Design ifetch_prefetch, sky130hd; sources not shown.
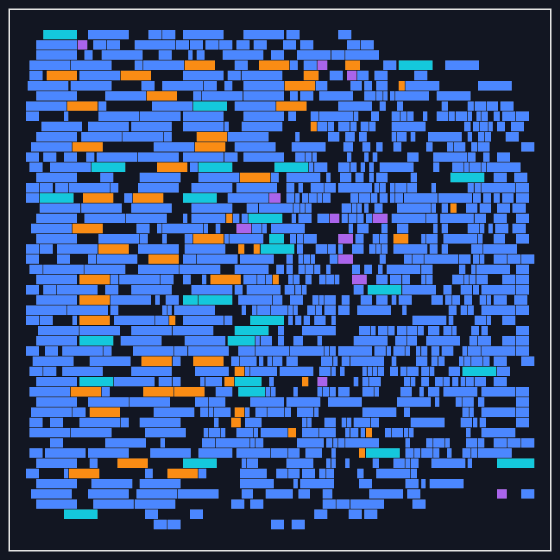
**Above:** run 1 (drive-strength map).
[purple] _3 and _4 cells | cells: 12
[blue] _0 and _1 cells | cells: 825
[cyan] _6 and larger | cells: 27
[orange] _2 cells | cells: 51
area of all placed cells without fillers: 11900 µm²
least setup slack across all paths after layout: 0.477 ns
count of buffers not belonging to the clock network in the layout: 172
Area growth, synth to finish: 24.3%

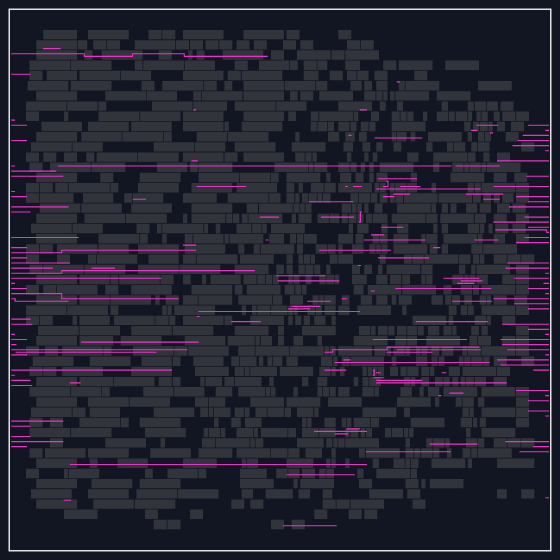
**Above:** run 1 (the metal 3 layer).
Cells faint in the background.
main direction: horizontal
nets with wire on the layer: 143
detailed-route via count: 6615
aggregate routed wire length: 22900 µm
GR Util met3: 5.06%

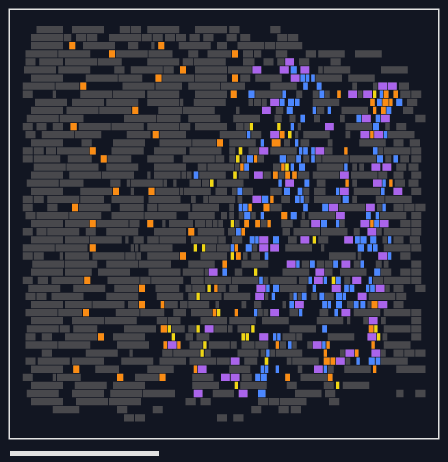
**Above:** run 1 (selected gate families).
Bar = 50 µm.
[purple] XOR/XNOR gates | cells: 72 | most used: xnor2_1
[yellow] inverters | cells: 32 | most used: inv_1
[blue] NAND gates | cells: 132 | most used: nand2_1
[orange] NOR gates | cells: 83 | most used: nor2b_1 | where: all over the die
combinational share of cell area: 30.3%
commonest non-fill, non-tap cell in the layout: sky130_fd_sc_hd__clkdlybuf4s50_1

==> results.json, run 1 <==
{
  "netlist.area_leader.share_pct": 40.0,
  "die_x_um": 144,
  "setup.reg_to_reg.worst_slack_ns": 0.68,
  "largest_net_degree_at_the_start_of_global_routing": 44,
  "layout.cells.most_common_list": "sky130_fd_sc_hd__clkdlybuf4s50_1 (133), sky130_fd_sc_hd__edfxtp_1 (128), sky130_fd_sc_hd__dfrtp_1 (75)",
  "power.combinational.total_uw": 734,
  "logic_gates": 471,
  "rows": 49,
  "global_route_wire_length_before_repair_um": 35300,
  "fillers": 1371,
  "yosys.area_share.simple_pct": 14.1,
  "io-pin-count": 135,
  "hpwl_um": 16000,
  "postSynthSeqShare_pct": 59.5,
  "worst-endpoint-arrival_ns": 4.02,
  "flip_flop_count_of_the_largest_register_all_copies_and_words_added": 128,
  "start_kind": "primary input",
  "post_cts_hold_buffer_count": 1,
  "cp_common_cell": "sky130_fd_sc_hd__clkdlybuf4s50_1",
  "internal_power_uw": 2980,
  "highest_layer": "met4",
  "final_antenna_net_count": 0,
  "bufAreaShareNonClock_pct": 13.4,
  "grt_antenna_before_repair": 0,
  "stage_log_warnings": 30,
  "nonClockInverterCount": 32,
  "clkSlewWorstSetupHoldPaths_ns": 0.06,
  "sequentialPowerShare_pct": 48.4,
  "fin_setup_tns_ns": 0,
  "synth_cell_type_count": 49,
  "synthTopLogicFamily": "simple AND/OR/NAND/NOR gates",
  "drtIter0Drc": 523,
  "seq_area_share_pct": 47.9,
  "critical_path.cell_chain": "clkdlybuf4s50_1, xnor2_1, nand4_1, nor4_1, a21oi_1, buf_2, buf_1, nor3_1, clkdlybuf4s50_1",
  "place.detailed.instances": 1105,
  "clock_latency_ns": 0.50,
  "fin_worst_hold_slack_ns": 0.509,
  "power.share.switching_pct": 27.6,
  "postLayoutCoreUtil_pct": 66.1,
  "outcome": "finished, final reports clean",
  "quantity_of_gates_resized_following_cts": 0,
  "timing.max_cap.violations": 0,
  "dieHeight_um": 144,
  "critical_path.max_stage_delay_ns": 0.83,
  "clock_cell_area_share_pct": 5.02,
  "synth.yosys.warnings": 0,
  "firstDrtPassIters": 5,
  "final-seq-area_um2": 5720,
  "timing_worst_slew_pin_value_ns": 0.877,
  "postSynth.topFlopCell": "sky130_fd_sc_hd__edfxtp_1",
  "grt_pass1_vias": 6435,
  "post_synth_instance_area_um2": 9610,
  "layout.cells.non_filler": 1144,
  "setup_crit_end_kind": "output port",
  "critical_path.top_delay_family": "buffers and inverters",
  "yosysChipArea_um2": 9610,
  "nets": 992,
  "criticalPathCategory": "primary input to output port",
  "wl_met3_um": 1860,
  "rsz0062_at_grt": "no",
  "postSynthNetCount": 829,
  "syn_area_per_cell_um2": 13.0,
  "top_cell": "sky130_fd_sc_hd__edfxtp_1",
  "cts_max_level": 1,
  "yosysTopAreaCell": "sky130_fd_sc_hd__edfxtp_1",
  "total_leakage_power_uw": 0.00412
}
==> run 2: changes to the inputs <==
--- a/config.mk
+++ b/config.mk
@@ -11,6 +11,7 @@
 export CTS_CLUSTER_SIZE = 25
 export DETAILED_ROUTE_END_ITERATION = 8
 export GPL_TIMING_DRIVEN = 0
+export HOLD_SLACK_MARGIN = 0.15
 export PLACE_DENSITY_LB_ADDON = 0.25
 export SLEW_MARGIN = 5
 export SYNTH_ARGS = -nofsm -noshare
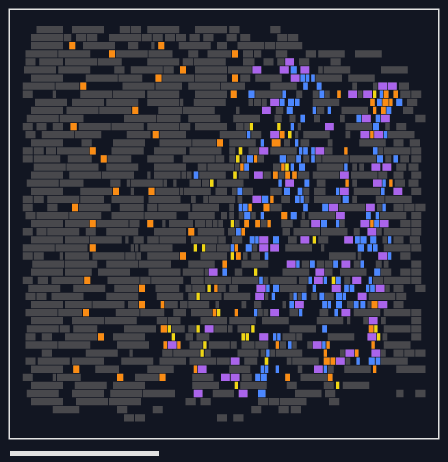
**Above:** run 2 (selected gate families).
Bar = 50 µm.
[purple] XOR/XNOR gates | cells: 72 | most used: xnor2_1
[orange] NOR gates | cells: 83 | most used: nor2b_1 | where: all over the die
[yellow] inverters | cells: 32 | most used: inv_1
[blue] NAND gates | cells: 132 | most used: nand2_1
number of non-filler instances in the completed layout: 1144

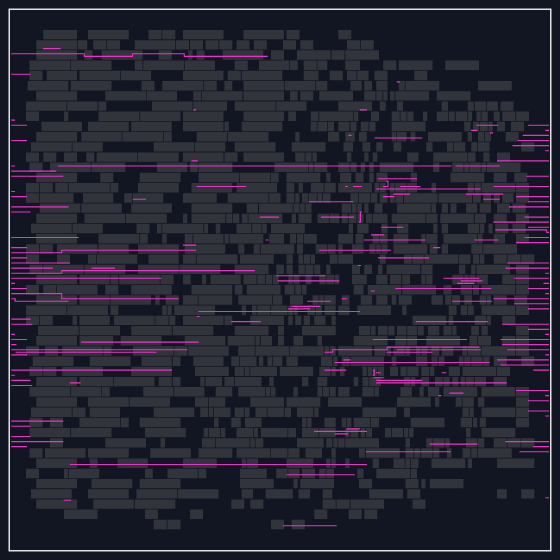
**Above:** run 2 (the metal 3 layer).
Cells faint in the background.
share of all routed wire: 8.1%
wire length on this layer: 1860 µm
nets with wire on the layer: 143

==> results.json, run 2 <==
{
  "outcome": "finished, final reports clean",
  "yosysTopAreaCell": "sky130_fd_sc_hd__edfxtp_1",
  "rsz0062_at_grt": "no",
  "compound_area_share_pct": 5.08,
  "largest_net_degree_at_the_start_of_global_routing": 44,
  "fin_setup_tns_ns": 0,
  "grt.met1_usage_pct": 29.9,
  "power.combinational.total_uw": 734,
  "netlist.area_leader.share_pct": 40.0,
  "seq_area_share_pct": 47.9,
  "logic_gates": 471,
  "cts_max_level": 1,
  "grt_antenna_before_repair": 0,
  "cp_common_cell": "sky130_fd_sc_hd__clkdlybuf4s50_1",
  "critical_path.max_stage_delay_ns": 0.83,
  "num_vias": 6615,
  "synthTopLogicFamily": "simple AND/OR/NAND/NOR gates",
  "highest_layer": "met4",
  "power.share.switching_pct": 27.6,
  "timing.max_cap.violations": 0,
  "fin_worst_hold_slack_ns": 0.509,
  "synth.yosys.warnings": 0,
  "syn_to_final_growth_pct": 24.3,
  "critical_path.top_delay_family": "buffers and inverters",
  "postSynthNetCount": 829,
  "synth_cell_type_count": 49,
  "grt.met3_usage_pct": 5.06,
  "worst-endpoint-arrival_ns": 4.02,
  "signal_buffers": 172,
  "critical_path.cell_chain": "clkdlybuf4s50_1, xnor2_1, nand4_1, nor4_1, a21oi_1, buf_2, buf_1, nor3_1, clkdlybuf4s50_1",
  "setup_crit_end_kind": "output port",
  "yosysChipArea_um2": 9610,
  "bufAreaShareNonClock_pct": 13.4,
  "rows": 49,
  "switchingPower_uw": 1140,
  "comb-cell-share_pct": 30.3,
  "clock_latency_ns": 0.50,
  "final_antenna_net_count": 0,
  "wl_um": 22900,
  "flip_flop_count_of_the_largest_register_all_copies_and_words_added": 128,
  "start_kind": "primary input",
  "syn_area_per_cell_um2": 13.0,
  "clock_cell_area_share_pct": 5.02,
  "top_cell": "sky130_fd_sc_hd__edfxtp_1",
  "place.detailed.instances": 1105,
  "quantity_of_gates_resized_following_cts": 0,
  "postSynthSeqShare_pct": 59.5,
  "yosys_cell_count": 738,
  "setup.reg_to_reg.worst_slack_ns": 0.68,
  "io-pin-count": 135,
  "final_common_cell": "sky130_fd_sc_hd__clkdlybuf4s50_1",
  "firstDrtPassIters": 5,
  "postSynth.topFlopCell": "sky130_fd_sc_hd__edfxtp_1",
  "yosys.area_share.simple_pct": 14.1,
  "nonClockInverterCount": 32,
  "timing_worst_slew_pin_value_ns": 0.877,
  "sequentialPowerShare_pct": 48.4,
  "layout.cells.most_common_list": "sky130_fd_sc_hd__clkdlybuf4s50_1 (133), sky130_fd_sc_hd__edfxtp_1 (128), sky130_fd_sc_hd__dfrtp_1 (75)",
  "post_cts_hold_buffer_count": 1,
  "global_route_wire_length_before_repair_um": 35300,
  "wl_met3_um": 1860,
  "postLayoutSetupSlackWorst_ns": 0.477,
  "clkSlewWorstSetupHoldPaths_ns": 0.06,
  "die_x_um": 144,
  "grt_pass1_vias": 6435,
  "total_leakage_power_uw": 0.00412,
  "hpwl_um": 16000,
  "post_synth_instance_area_um2": 9610
}
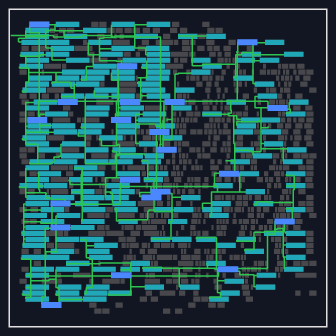
**Above:** run 2 (clock network drawn from the DEF).
[cyan] flip-flops | count: 203
[green] clock wires | length: 2410 µm
[blue] clock drivers | count: 21
routed clock nets: 22
flops lie: all over the die
power in the clock group: 1390 µW
post-route clock skew: 0.0190 ns

Power figures rest on the tool's default switching activity, not on a simulated workload.
